File: src/rtl/seq_detect_param.sv
// seq_detect_param: parametrised serial pattern detector with overlap control and saturating match counter
// Optional feature: define SEQDET_COUNT_EN to build the match counter; otherwise match_cnt is tied to 0.
module seq_detect_param #(
    parameter int             PAT_W   = 4,
    parameter logic [PAT_W-1:0] PATTERN = 4'b0110,
    parameter int             CNT_W   = 8
) (
    input  logic             clk,
    input  logic             rstn,
    input  logic             in_valid,
    input  logic             in,
    input  logic             overlap,
    input  logic             clr,
    output logic             out,
    output logic [CNT_W-1:0] match_cnt
);
    localparam int FW = $clog2(PAT_W + 1);

    logic [PAT_W-1:0] hist_q, hist_d, hist_n;
    logic [FW-1:0]    fill_q, fill_d, fill_n;
    logic             out_q, out_d, hit;

    // Candidate history/fill for an accepted bit; fill gating keeps reset-zero history from matching.
    always_comb begin
        hist_n = {hist_q[PAT_W-2:0], in};
        fill_n = (fill_q == FW'(PAT_W)) ? fill_q : fill_q + FW'(1);
        hit    = in_valid && !clr && (fill_n == FW'(PAT_W)) && (hist_n == PATTERN);
        hist_d = clr ? '0 : in_valid ? hist_n : hist_q;
        fill_d = clr ? '0 : !in_valid ? fill_q : (hit && !overlap) ? '0 : fill_n;
        out_d  = hit;
    end

    // History, fill and match pulse registers.
    always_ff @(posedge clk or negedge rstn) begin
        if (!rstn) begin
            hist_q <= '0;
            fill_q <= '0;
            out_q  <= 1'b0;
        end else begin
            hist_q <= hist_d;
            fill_q <= fill_d;
            out_q  <= out_d;
        end
    end

    assign out = out_q;

`ifdef SEQDET_COUNT_EN
    logic [CNT_W-1:0] cnt_q, cnt_d;

    // Saturating match count, cleared by clr, held at all-ones.
    always_comb begin
        cnt_d = clr ? '0 : (hit && !(&cnt_q)) ? cnt_q + CNT_W'(1) : cnt_q;
    end

    // Match counter register.
    always_ff @(posedge clk or negedge rstn) begin
        if (!rstn) cnt_q <= '0;
        else       cnt_q <= cnt_d;
    end

    assign match_cnt = cnt_q;
`else
    assign match_cnt = '0;
`endif

endmodule

File: config.mk
export PLATFORM = sky130hd
export DESIGN_NAME = seq_detect_param
export DESIGN_NICKNAME = d
export VERILOG_FILES = /design/src/rtl/seq_detect_param.sv
export SDC_FILE = /design/constraint.sdc
export NUM_CORES = 1
export LEC_CHECK = 0
export ABC_AREA = 1
export CORE_AREA = 3 3 40 42
export DETAILED_ROUTE_END_ITERATION = 6
export DIE_AREA = 0 0 43 45
export PLACE_DENSITY = 0.72
export SYNTH_ARGS = -nofsm -noshare
export SYNTH_HDL_FRONTEND = slang
export SYNTH_SLANG_ARGS = --single-unit
File: constraint.sdc
create_clock -name clk -period 1.68 [get_ports clk]
set_input_delay 0.336 -clock clk [delete_from_list [all_inputs] [get_ports clk]]
set_output_delay 0.336 -clock clk [all_outputs]
set_load 0.02 [all_outputs]
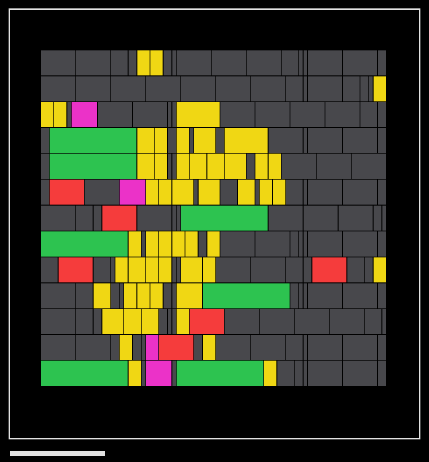
(images/class_map.png)
The bar under the picture is 10 um long. Fill, decap, tap and diode cells in grey.
colour	class	cells	share of their area
magenta	clock drivers and dummy loads	4	5.2%
green	sequential cells	7	35%
yellow	remaining logic cells	52	48%
red	remaining buffers and delay cells	6	12%
Core Region: 0.00128 sq mm
post-layout utilization of the core: 0.407
sequential fraction of total cell area: 0.335

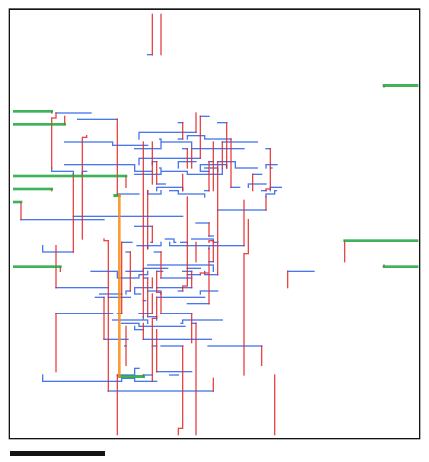
(images/layers.png)
The bar under the picture is 10 um long.
colour	layer	wire length
red	M2	303 um
green	M3	47.6 um
orange	M4	19.0 um
blue	M1	316 um
per-cell routed wire length: 8.17 um
via count: 339
global-route usage over all layers: 0.0901

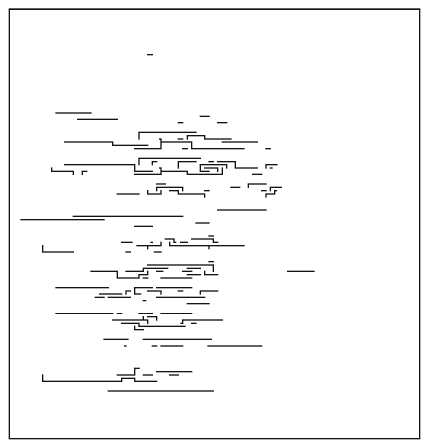
(images/m1.png)
wire length on this layer	316 um
share of all routed wire	46%
nets with wire on the layer	62
total detailed-routing wirelength: 686 um
met1 usage: 0.117

==> job_summary.md <==
## Synthesis and layout report

| Metric | Value |
|---|---|
| Run status | completed |
| Total iterations of the first detailed-routing run | 2 |
| Areal power density over the cells | 783 mW/mm^2 |
| Pin count of the biggest net entering global routing | 8 |
| Clock-pin slew reported for the worst setup and hold paths after clock tree synthesis | 0.05 ns |
| Clock H-tree levels | 1 |
| Count of non-CTS buffers in the layout | 6 |
| Leftover overflow at the end of global routing | 0 |
| Setup TNS | 0 ns |
| Amount of wire on met2 after detailed routing | 303 um |
| Number of antenna violations at the first check in global routing | 0 |
| Highest metal used | met4 |
| Minimum clock period after layout | 1.50 ns |
| Number of routed nets with antenna violations | 0 |
| Worst Setup SP | out |
| Worst Setup Path Type | flop to output port |
| CP max stage cell | sky130_fd_sc_hd__clkdlybuf4s50_1 |
| Crit path largest cell delay | 0.59 ns |
| Most common flop cell mapped by yosys | sky130_fd_sc_hd__dfrtp_1 |
| Worst path arrival time | 1.16 ns |
| Initial core utilization | 0.352 |
| Commonest non-fill, non-tap cells in the layout | sky130_fd_sc_hd__inv_1 (12), sky130_fd_sc_hd__nand2_1 (12), sky130_fd_sc_hd__conb_1 (8) |
| Basic-gate share of the synthesized area counting and, or, nand and nor cells | 0.258 |
| Vias in the first global route | 306 |
| Leading area contributor after synthesis | sky130_fd_sc_hd__dfrtp_1 |
| Critical-path cell list | clkdlybuf4s50_1 |
| Crit path setup slack, layout | 0.181 ns |
| Synthesized area per cell | 7.53 sq um |
| Number of maximum-capacitance constraint violations | 0 |
| DP Cell Count | 80 |
| Resize count post-CTS | 0 |
| Bufs on Longest Clock Path | 2 |
| Clock power frac | 0.382 |
| Setup repair after global routing missed its margin | no |
| Multi-input combinational cell area | 198 sq um |
| Fraction of final layout cells sized beyond drive strength 1 | 0.116 |
| Area share of the largest cell type after synthesis | 0.388 |
| Type of the worst min-delay path | primary input to async pin |
| Most area-hungry cell class in the final design | logic gates |
| YS chip area | 452 sq um |
| Critical Path Stages | 1 |
| Mi-comb count | 40 |
| Summed instance area of the synthesized netlist | 452 sq um |
| Number of distinct library cells after synthesis | 14 |
| Tcrit/Tclk final | 0.893 |
| CTS Root Buffer Type | sky130_fd_sc_hd__clkbuf_4 |
| First-pass GRT wire length | 1240 um |
| Sw Pwr | 118 uW |
| R2R Path Start | fill_q[0] |
| Seq share, synth | 0.388 |
| Hold Slack | 0.341 ns |
| Non-clock inverters | 12 |
| Routability cong. | 0.761 |
| Number of setup violations in the final report | 0 |
| Area delta synth->final | 15.8% |
| Share of power burned in registers | 0.443 |
| PortBufs | 6 |
| Initial DRC Count | 5 |
| And-or/or-and share of the synthesized area | 0.0582 |
| Worst Reg-to-Reg Cells | 9 |
| Cell area after placement | 497 sq um |
| Width of the die | 43 um |
| Setup slack, reg-to-reg | 0.36 ns |
| Half-perimeter wire length of the detailed placement result | 582 um |
| Main kind of combinational logic by area | simple AND/OR/NAND/NOR gates |
| Buffers and inverters on the worst path | 1 |
| Global-route layer with the greatest usage | met2 |
| Reg2Reg Capture Point | fill_q[2] |
| Post-route DRC violation count | 0 |
| Die outline area | 0.00194 sq mm |
| Met3 capacity usage during global routing | 0.0239 |
| Power consumed by combinational cells | 71.8 uW |
| Ranking of synthesized cells by area | sky130_fd_sc_hd__dfrtp_1 (39%), sky130_fd_sc_hd__buf_4 (13%), sky130_fd_sc_hd__inv_1 (10%), sky130_fd_sc_hd__nand2_1 (10%), sky130_fd_sc_hd__ha_1 (5.5%) |
| Yosys Warn Count | 0 |
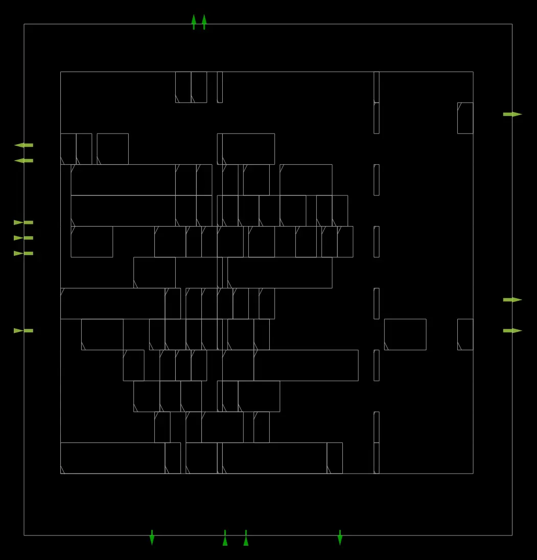
(images/placed.png)
non-filler instance count after layout: 84
TAP cells: 15
Flop Count: 7
Placement Rows: 13
layout filler cell count: 127

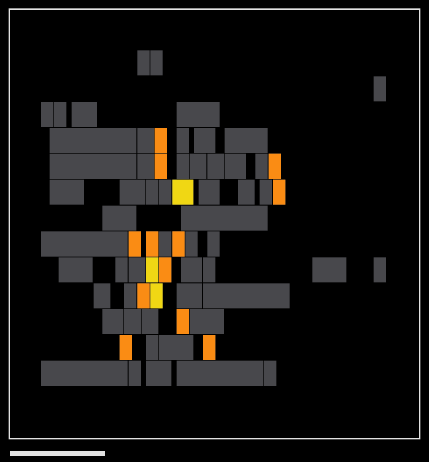
(images/gates.png)
The bar under the picture is 10 um long.
colour	family	cells	most used
orange	inv cells	12	inv_1
yellow	nor cells	3	nor2_1
fraction of area in multi-input gates: 0.378

No activity file was given, so power comes from the tool's default toggle rates.
